**A small window of the routed layout**

Region (39, 25) to (79, 65) um. Cells in gray, sequential cells in the stronger gray; small squares are vias.
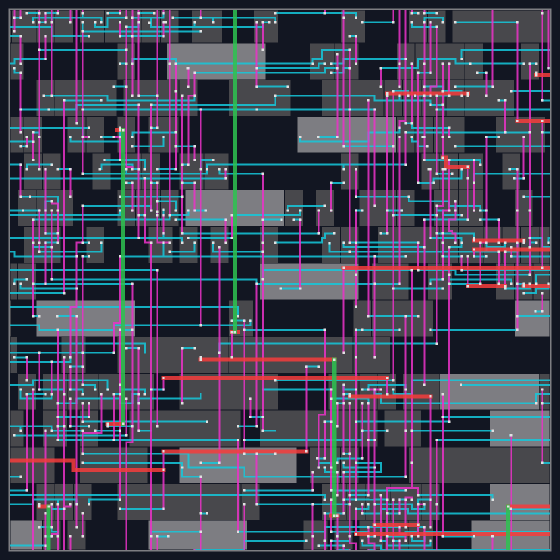
**Pin placement**

Scale: 4 px per um. Pins as bars across the die edge, other pins in gray.
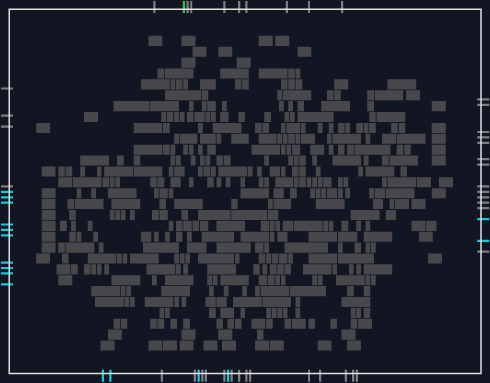
**Placed standard cells**

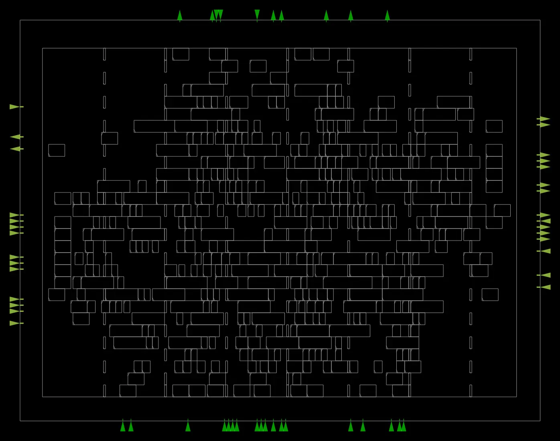
**M2 wires**

Scale: 3 px per um. Cells faint in the background.
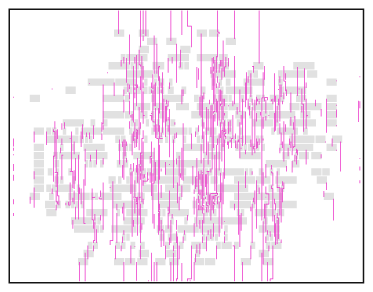
`config.mk`:
```
export PLATFORM = sky130hd
export DESIGN_NAME = rca_seq_ctrl
export DESIGN_NICKNAME = d
export VERILOG_FILES = /design/src/rtl/rca_seq_ctrl_pkg.sv /design/src/rtl/rca_seq_ctrl_rca4.sv /design/src/rtl/rca_seq_ctrl.sv
export SDC_FILE = /design/constraint.sdc
export NUM_CORES = 1
export LEC_CHECK = 0
export ABC_AREA = 1
export ABC_CLOCK_PERIOD_IN_PS = 3250
export CORE_ASPECT_RATIO = 0.75
export CORE_MARGIN = 5
export CORE_UTILIZATION = 30
export CTS_CLUSTER_SIZE = 16
export DETAILED_ROUTE_END_ITERATION = 8
export PLACE_DENSITY_LB_ADDON = 0.25
export SLEW_MARGIN = 20
export SYNTH_ARGS = -nofsm -noshare
export SYNTH_HDL_FRONTEND = slang
export SYNTH_SLANG_ARGS = --single-unit
export TNS_END_PERCENT = 5
```
`constraint.sdc`:
```
create_clock -name clk -period 3.25 [get_ports clk]
set_input_delay 0.65 -clock clk [delete_from_list [all_inputs] [get_ports clk]]
set_output_delay 0.65 -clock clk [all_outputs]
set_load 0.01 [all_outputs]
```
`src/rtl/rca_seq_ctrl_pkg.sv`:
```
// Shared definitions for the sequential nibble-serial adder: FSM encoding,
// nibble width and the signed-overflow helper.
package rca_seq_ctrl_pkg;

    localparam int NIBBLE_W = 4;

    typedef enum logic [1:0] {
        ST_IDLE = 2'd0,
        ST_ADD  = 2'd1,
        ST_DONE = 2'd2
    } state_e;

    // Two's-complement overflow: operands agree in sign but the sum does not.
    function automatic logic signed_ovf(input logic a_msb, input logic b_msb, input logic s_msb);
        return (a_msb == b_msb) && (s_msb != a_msb);
    endfunction

endpackage

```
`src/rtl/rca_seq_ctrl_rca4.sv`:
```
// 4-bit ripple-carry adder built from a chain of full-adder cells.
module rca4 (
    input  logic [3:0] a,
    input  logic [3:0] b,
    input  logic       ci,
    output logic       co,
    output logic [3:0] s
);

    logic [4:0] c;

    always_comb begin
        c    = '0;
        s    = '0;
        c[0] = ci;
        for (int i = 0; i < 4; i++) begin
            s[i]   = a[i] ^ b[i] ^ c[i];
            c[i+1] = (a[i] & b[i]) | (c[i] & (a[i] ^ b[i]));
        end
        co = c[4];
    end

endmodule

```
`src/rtl/rca_seq_ctrl.sv`:
```
// Wide adder that reuses one rca4 across the operand, one nibble per clock,
// LSB nibble first, with valid/ready handshakes on both sides.
module rca_seq_ctrl
    import rca_seq_ctrl_pkg::*;
#(
    parameter int WIDTH = 16
) (
    input  logic             clk,
    input  logic             rst,
    input  logic             in_valid,
    output logic             in_ready,
    input  logic [WIDTH-1:0] a,
    input  logic [WIDTH-1:0] b,
    input  logic             ci,
    output logic             out_valid,
    input  logic             out_ready,
    output logic [WIDTH-1:0] s,
    output logic             co,
    output logic             ovf
);

    localparam int NIB   = WIDTH / NIBBLE_W;
    localparam int CNT_W = (NIB > 1) ? $clog2(NIB) : 1;
    localparam logic [CNT_W-1:0] CNT_LAST = CNT_W'(NIB - 1);

    // Handshake: a transfer happens on a rising edge where valid and ready are
    // both high; ready/valid are registered and never depend on the peer.
    state_e                state_q;
    logic [WIDTH-1:0]      a_q;
    logic [WIDTH-1:0]      b_q;
    logic [WIDTH-1:0]      s_q;
    logic [CNT_W-1:0]      cnt_q;
    logic                  carry_q;
    logic                  co_q;
    logic                  ovf_q;
    logic                  in_ready_q;
    logic                  out_valid_q;

    logic [NIBBLE_W-1:0]   nib_a;
    logic [NIBBLE_W-1:0]   nib_b;
    logic [NIBBLE_W-1:0]   nib_s;
    logic                  nib_co;

    always_comb begin
        nib_a = a_q[NIBBLE_W*int'(cnt_q) +: NIBBLE_W];
        nib_b = b_q[NIBBLE_W*int'(cnt_q) +: NIBBLE_W];
    end

    rca4 u_rca4 (
        .a  (nib_a),
        .b  (nib_b),
        .ci (carry_q),
        .co (nib_co),
        .s  (nib_s)
    );

    always_ff @(posedge clk) begin
        if (rst) begin
            state_q     <= ST_IDLE;
            a_q         <= '0;
            b_q         <= '0;
            s_q         <= '0;
            cnt_q       <= '0;
            carry_q     <= 1'b0;
            co_q        <= 1'b0;
            ovf_q       <= 1'b0;
            in_ready_q  <= 1'b1;
            out_valid_q <= 1'b0;
        end else begin
            case (state_q)
                ST_IDLE: begin
                    if (in_valid) begin
                        a_q        <= a;
                        b_q        <= b;
                        carry_q    <= ci;
                        cnt_q      <= '0;
                        s_q        <= '0;
                        in_ready_q <= 1'b0;
                        state_q    <= ST_ADD;
                    end
                end
                ST_ADD: begin
                    s_q[NIBBLE_W*int'(cnt_q) +: NIBBLE_W] <= nib_s;
                    carry_q <= nib_co;
                    if (cnt_q == CNT_LAST) begin
                        // nib_s[3] is the sum MSB on the final nibble pass.
                        co_q        <= nib_co;
                        ovf_q       <= signed_ovf(a_q[WIDTH-1], b_q[WIDTH-1], nib_s[NIBBLE_W-1]);
                        out_valid_q <= 1'b1;
                        state_q     <= ST_DONE;
                    end else begin
                        cnt_q <= cnt_q + 1'b1;
                    end
                end
                ST_DONE: begin
                    if (out_ready) begin
                        out_valid_q <= 1'b0;
                        in_ready_q  <= 1'b1;
                        state_q     <= ST_IDLE;
                    end
                end
                default: begin
                    out_valid_q <= 1'b0;
                    in_ready_q  <= 1'b1;
                    state_q     <= ST_IDLE;
                end
            endcase
        end
    end

    assign in_ready  = in_ready_q;
    assign out_valid = out_valid_q;
    assign s         = s_q;
    assign co        = co_q;
    assign ovf       = ovf_q;

endmodule

```
==> impl_metrics.json <==
{
  "cap_violations": 0,
  "wirelength_met1_mm": 3.431,
  "hold_ws_ns": 0.4601,
  "worstReg2RegEnd": "s[3]",
  "instances_no_fill": 525,
  "yosys_warnings": 0,
  "first_pass_iters": 4,
  "pg_clk_mw": 0.934,
  "antenna_cells": 0,
  "finClkSkew_ns": 0.006332,
  "ys_seq_share_pct": 43.83,
  "finalHoldViolCount": 0,
  "yosys.cell_types.count": 27,
  "switching_share_pct": 26.95,
  "warnings": 30,
  "cpMostUsedCell": "nor2_1",
  "route.vias.total": 2466,
  "post-route-min-period_ns": 3.003,
  "drv_slew": 0,
  "postPlaceCellArea_um2": 3262,
  "setup_slack_ns": 0.2467,
  "pg_comb_mw": 0.420,
  "setup_viol": 0,
  "wirelength_mm": 6.861,
  "syn_inst": 354,
  "clk_latency_ns": 0.33,
  "numCtsBuffers": 9,
  "grt_overflow_total": 0,
  "worst_pin_slew_ns": 0.4061,
  "crit_slowest_cell": "fa_2",
  "status": "completed",
  "switchingPower_mw": 0.5753,
  "ys_area_um2": 2604,
  "synth_area_per_cell_um2": 7.355,
  "start_kind": "flop",
  "worstHoldPathType": "reg -> reg",
  "htreeDepth": 3,
  "cpPeakStageDelay_ns": 0.63,
  "power_density_nw_per_um2": 596.8,
  "leakage_nw": 1.413,
  "whs_path_depth": 2,
  "stdcell_area_um2": 3577,
  "place_inst": 509,
  "place_congestion": 0.7838,
  "slew_headroom_pct": 72.90,
  "seqPwrFrac_pct": 36.6,
  "dp_hpwl_mm": 5.069,
  "finalSetupTns_ns": 0,
  "critPathTopFamily": "adder cells",
  "total_power_mw": 2.135,
  "crit_arrival_ns": 3.27,
  "combGateArea_um2": 1309,
  "critical_path_class": "reg -> reg",
  "wire_per_inst_um": 13.07,
  "critPathRequiredTime_ns": 3.52,
  "syn-num-nets": 400,
  "grt_usage_pct": 13.30,
  "clockRootBuffer": "clkbuf_16",
  "area.growth.synth_to_final_pct": 37.39,
  "p_clk_share_pct": 43.7,
  "first_iter_violations": 125
}
-- 'a small window of the routed layout' (at the start) --
[met3] red
[met1] cyan
[met2] magenta
[met4] green
cells with their middle in the window: 143
sequential cells in the window: 11
netlist names of flops here include: `a_q` (5), `cnt_q` (2)
most frequent: nor2_1 (39), nand2_1 (14), inv_1 (13)

-- 'pin placement' (at the start) --
[`out_valid`] green | pins: 1 | direction: output | edge: north
[`b`] cyan | pins: 16 | direction: input | edge: 10 west, 4 south, 2 east
all pins by edge: 18 south, 15 east, 14 west, 10 north
Die Y: 90.68 um
die span in x: 117.6 um
IO Port Bufs: 56

-- 'placed standard cells' (at the start) --
Filler Cells Inserted: 912
fin util: 42.31%
registers: 57
row count: 29

-- 'M2 wires' (at the start) --
main direction: vertical
nets with wire on the layer: 359
share of all routed wire: 42%
wire length on this layer: 2,870 um

[Yosys cell counts (all sizes together)]
cell type / number / area share [%]
nor2: 110 / 16
dfxtp: 57 / 44
o21ai: 49 / 9.4
nand2: 33 / 5.2
nand3: 24 / 4.6
a21oi: 17 / 3.3
inv: 16 / 2.3
clkbuf: 11 / 1.6
o22ai: 8 / 1.9
buf: 6 / 2.1
ha: 5 / 2.4
nor3: 5 / 1.5
fa: 4 / 3.1
o21bai: 4 / 1.2
nand3b: 2 / 0.58
a21o: 1 / 0.29
and2: 1 / 0.24
clkinv: 1 / 0.14
[kinds of logic (layout without fill, tap and decap cells)]
| group | after synthesis | after routing | share of synthesized area (%) |
|---|---|---|---|
| AND/OR/NAND/NOR | 175 | 175 | 28.45 |
| AND-OR/OR-AND | 79 | 79 | 16.05 |
| flip-flops | 57 | 57 | 43.82 |
| buffers and inverters | 34 | 97 | 6.199 |
| adder cells (fa/ha/maj) | 9 | 9 | 5.478 |
[repair_timing]
item | in CTS | in global routing
gates resized | 0 | 6
setup endpoints to repair | 0 | 5
buffers inserted | 0 | 1
[area by class of cell]
type,instances,share of cell area (%)
Tap cell,108,3.778
Inverter,17,1.784
Sequential cell,57,32.00
Timing Repair Buffer,65,17.56
Clock inverter,3,1.119
Clock buffer,12,7.170
Multi-Input combinational cell,263,36.59
[tightest hold or removal path, delay by kind of cell (launching register included)]
kind | cells | cell delay [ns]
AND-OR/OR-AND | 1 | 0.05
flip-flops | 1 | 0.31
AND/OR/NAND/NOR | 1 | 0.06
[flip-flops by register name (all words and copies together) (netlist names), 2 cells and up]
signal / cells
a_q: 16
b_q: 16
s: 16
cnt_q: 2
state_q: 2
